**Run 1: layout detail**

Scale bar: 10 microns. Window x 61 to 91, y 110 to 140 microns. Cells in grey, sequential cells in the stronger grey; small squares are vias.
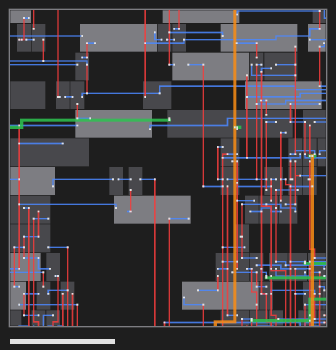
**Run 1: the metal 4 layer**

Supply wires on this layer in grey.
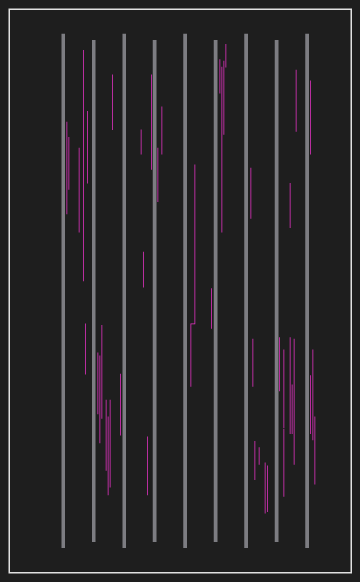
**Run 1: the metal 1 layer**

Supply wires on this layer in grey.
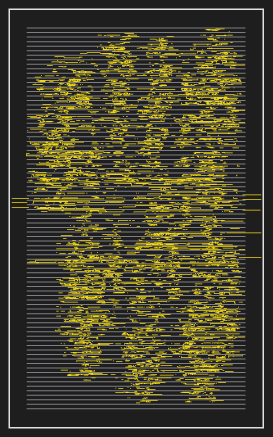
$ cat config.mk
export PLATFORM = sky130hd
export DESIGN_NAME = button_conditioner
export DESIGN_NICKNAME = d
export VERILOG_FILES = /design/src/rtl/button_conditioner.sv
export SDC_FILE = /design/constraint.sdc
export NUM_CORES = 1
export LEC_CHECK = 0
export ABC_AREA = 1
export CAP_MARGIN = 40
export CORE_ASPECT_RATIO = 1.75
export CORE_MARGIN = 10
export CORE_UTILIZATION = 41
export DETAILED_ROUTE_END_ITERATION = 16
export PLACE_DENSITY = 0.58
export SYNTH_ARGS = -nofsm -noshare
export SYNTH_HDL_FRONTEND = slang
export SYNTH_SLANG_ARGS = --single-unit
$ cat constraint.sdc
create_clock -name clk -period 2 [get_ports clk]
set_input_delay 0.4 -clock clk [delete_from_list [all_inputs] [get_ports clk]]
set_output_delay 0.4 -clock clk [all_outputs]
set_load 0.02 [all_outputs]
$ cat src/rtl/button_conditioner.sv
// Per-channel front-panel input conditioner: 2-FF synchroniser, debounce, press/release
// pulses and long-press detection with auto-repeat, all in the clk domain.
module button_conditioner #(
  parameter int N_BTN           = 4,
  parameter int DEBOUNCE_CYCLES = 1_000_000,
  parameter int HOLD_CYCLES     = 100_000_000,
  parameter int REPEAT_CYCLES   = 20_000_000
) (
  input  logic             clk,
  input  logic             reset,
  input  logic [N_BTN-1:0] btn_raw,
  output logic [N_BTN-1:0] level,
  output logic [N_BTN-1:0] press_pulse,
  output logic [N_BTN-1:0] release_pulse,
  output logic [N_BTN-1:0] repeat_pulse,
  output logic [N_BTN-1:0] long_press
);

  localparam int DB_W   = $clog2(DEBOUNCE_CYCLES + 1);
  localparam int HC_MAX = (HOLD_CYCLES > REPEAT_CYCLES) ? HOLD_CYCLES : REPEAT_CYCLES;
  localparam int HC_W   = $clog2(HC_MAX + 1);

  localparam logic [DB_W-1:0] DB_LAST  = DB_W'(DEBOUNCE_CYCLES - 1);
  localparam logic [DB_W-1:0] DB_ONE   = DB_W'(1);
  localparam logic [HC_W-1:0] HOLD_END = HC_W'(HOLD_CYCLES);
  localparam logic [HC_W-1:0] REP_END  = HC_W'(REPEAT_CYCLES);
  localparam logic [HC_W-1:0] HC_ONE   = HC_W'(1);

  typedef enum logic [1:0] {
    IDLE   = 2'd0,
    HELD   = 2'd1,
    REPEAT = 2'd2
  } state_t;

  for (genvar i = 0; i < N_BTN; i++) begin : g_ch
    logic            s1, s2;
    logic            accept;
    logic            lvl;
    logic            rise, fall;
    logic            press_r, release_r, repeat_r, long_r;
    logic [DB_W-1:0] db_cnt;
    logic [HC_W-1:0] hold_cnt;
    state_t          state;

    // accept marks that the new value has been stable long enough; level flips on the next edge
    assign rise = accept & ~lvl;
    assign fall = accept & lvl;

    always_ff @(posedge clk) begin
      if (reset) begin
        s1        <= 1'b0;
        s2        <= 1'b0;
        db_cnt    <= '0;
        accept    <= 1'b0;
        lvl       <= 1'b0;
        press_r   <= 1'b0;
        release_r <= 1'b0;
      end else begin
        s1        <= btn_raw[i];
        s2        <= s1;
        press_r   <= rise;
        release_r <= fall;
        accept    <= 1'b0;
        if (accept) begin
          lvl <= ~lvl;
          // s2 still at the old level already disagrees with the new one: count it
          db_cnt <= (s2 == lvl) ? DB_ONE : '0;
        end else if (s2 == lvl) begin
          db_cnt <= '0;
        end else if (db_cnt == DB_LAST) begin
          db_cnt <= '0;
          accept <= 1'b1;
        end else begin
          db_cnt <= db_cnt + DB_ONE;
        end
      end
    end

    // Hold / auto-repeat FSM; a release on the same edge as a due repeat suppresses it
    always_ff @(posedge clk) begin
      if (reset) begin
        state    <= IDLE;
        hold_cnt <= '0;
        repeat_r <= 1'b0;
        long_r   <= 1'b0;
      end else begin
        repeat_r <= 1'b0;
        if (fall) begin
          state    <= IDLE;
          hold_cnt <= '0;
          long_r   <= 1'b0;
        end else begin
          unique case (state)
            IDLE: begin
              if (rise) begin
                state    <= HELD;
                hold_cnt <= HC_ONE;
              end
            end
            HELD: begin
              if (hold_cnt == HOLD_END) begin
                state    <= REPEAT;
                hold_cnt <= HC_ONE;
                repeat_r <= 1'b1;
                long_r   <= 1'b1;
              end else begin
                hold_cnt <= hold_cnt + HC_ONE;
              end
            end
            REPEAT: begin
              if (hold_cnt == REP_END) begin
                hold_cnt <= HC_ONE;
                repeat_r <= 1'b1;
              end else begin
                hold_cnt <= hold_cnt + HC_ONE;
              end
            end
            default: begin
              state    <= IDLE;
              hold_cnt <= '0;
            end
          endcase
        end
      end
    end

    assign level[i]         = lvl;
    assign press_pulse[i]   = press_r;
    assign release_pulse[i] = release_r;
    assign repeat_pulse[i]  = repeat_r;
    assign long_press[i]    = long_r;
  end

endmodule

==> impl_metrics.ini, run 1 <==
; yosys + openroad results
[place]
portBuffers = 25

[pwr]
power_leader = sequential cells
combPwrFrac = 0.130
clk-power_mw = 4.60

[clocking]
cts_buffers = 24
cts_setup_buffers = 0
holdBufCountCts = 0
cts_tree = done
cts_root_buffer = clkbuf_16
htreeDepth = 1

[die]
n_tap_cell = 387
fp_util = 0.414
coreArea_sq_mm = 0.0300

[setup_path]
worst-r2r-cell-count = 11
path_max_fanout = 1
worst_setup_path_end_kind = output port

[sta]
setup_tns_ns = 0
tightest_slew_ns = 0.492
rsz0062_at_grt = true

[yosys]
fa_ha_area_frac = 0.0323
synth_warnings = 0
edf_count = 0
ys.flop_type = dfxtp_1
synth_cell_type_count = 41

[route]
via_per_inst = 5.01

[min_path]
whs_endpoint = g_ch[0].s2

[finish]
logic_gate_count = 1309

[status]
run_status = finished, final reports clean
## Picture notes: 'layout detail'
Key: orange = M4; green = M3; blue = M1; red = M2
Netlist names of flops here include g_ch.db_cnt (4), g_ch.s1 (2), g_ch.s2 (2). 58 logic cells have their middle in the window. Sequential cells in the window: 8. Most frequent: inv_1 (10), nor2_1 (10), dfxtp_1 (8).

## Picture notes: 'the metal 4 layer'
35 nets have wire on it. The longest straight run is 103 microns. The layer holds 4.6% of the routed length.
final WL: 30700 microns
vias post-DR: 11400

## Picture notes: 'the metal 1 layer'
The longest straight run is 38.0 microns. The wires run mostly horizontal.
met1 Usage GRT: 0.161

**Run 1: routed metal, one colour a layer**

Two of the layers only.
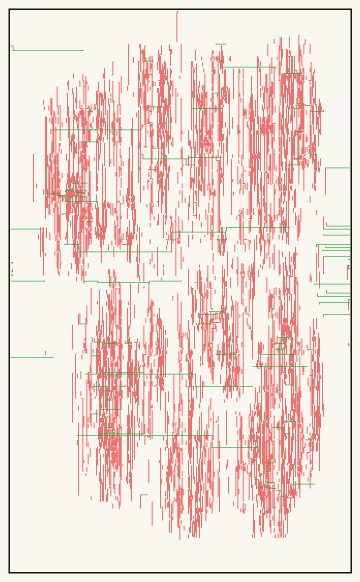

==> run 2: changes to the inputs <==
--- a/config.mk
+++ b/config.mk
@@ -11,6 +11,7 @@
 export CORE_MARGIN = 10
 export CORE_UTILIZATION = 41
 export DETAILED_ROUTE_END_ITERATION = 16
+export MAX_ROUTING_LAYER = met4
 export PLACE_DENSITY = 0.58
 export SYNTH_ARGS = -nofsm -noshare
 export SYNTH_HDL_FRONTEND = slang
==> constraint.sdc (replaced) <==
create_clock -name clk -period 2 [get_ports clk]
set_input_delay 0.6 -clock clk [delete_from_list [all_inputs] [get_ports clk]]
set_output_delay 0.6 -clock clk [all_outputs]
set_load 0.02 [all_outputs]
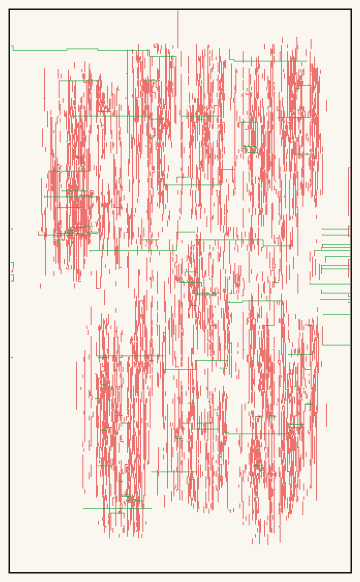
**Above:** run 2 (routed metal, one colour a layer).
Two of the layers only.
Key: red = M2 [wire length 16500 microns]; green = M3 [wire length 1060 microns]
vias post-DR: 11500
GRT Total Usage: 0.166
final WL: 30800 microns

==> run 2 against run 1 <==
Via count grew 0.36%. Wire length is 0.50% higher. Largest power group unchanged. Global-route usage is 0.53 points higher. Flip-flop count is the same.
==> impl_metrics.ini, run 2 <==
; yosys + openroad results
[die]
n_tap_cell = 387
die_area_sq_mm = 0.0379
coreArea_sq_mm = 0.0300
die_y_microns = 250
fp_util = 0.414

[global_routing]
met1_usage = 0.164

[sta]
tightest_slew_ns = 0.583
setup_tns_ns = 0

[clocking]
htreeDepth = 1
holdBufCountCts = 0
cts_root_buffer = clkbuf_16

[setup_path]
worst-r2r-cell-count = 7
path_max_fanout = 4

[yosys]
ys_sh_simple = 0.379
synth_warnings = 0
synth_cell_type_count = 41
fa_ha_area_frac = 0.0323
ys.flop_type = dfxtp_1
edf_count = 0
synth_flops = 228

[pwr]
clk-power_mw = 4.33
power_leader = sequential cells
combPwrFrac = 0.149

[place]
pre_cts_ws_ns = -0.186
portBuffers = 25

[min_path]
whs_endpoint = g_ch[1].s2

[finish]
logic_gate_count = 1310
comb_share = 0.472

[route]
highest_layer = met4
via_per_inst = 5.00

[status]
run_status = finished, final reports clean
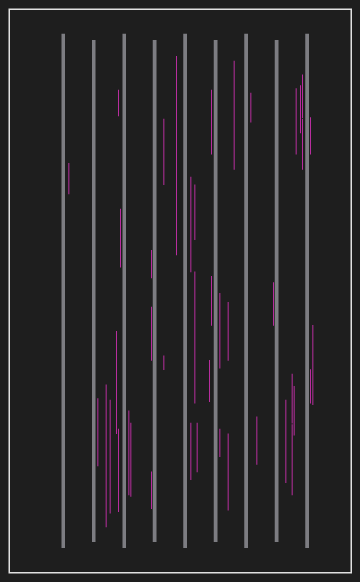
**Above:** run 2 (the metal 4 layer).
Supply wires on this layer in grey.
The longest straight run is 88.4 microns. The layer holds 4.0% of the routed length. 31 nets have wire on it.

Power and IR drop assume default switching activity.
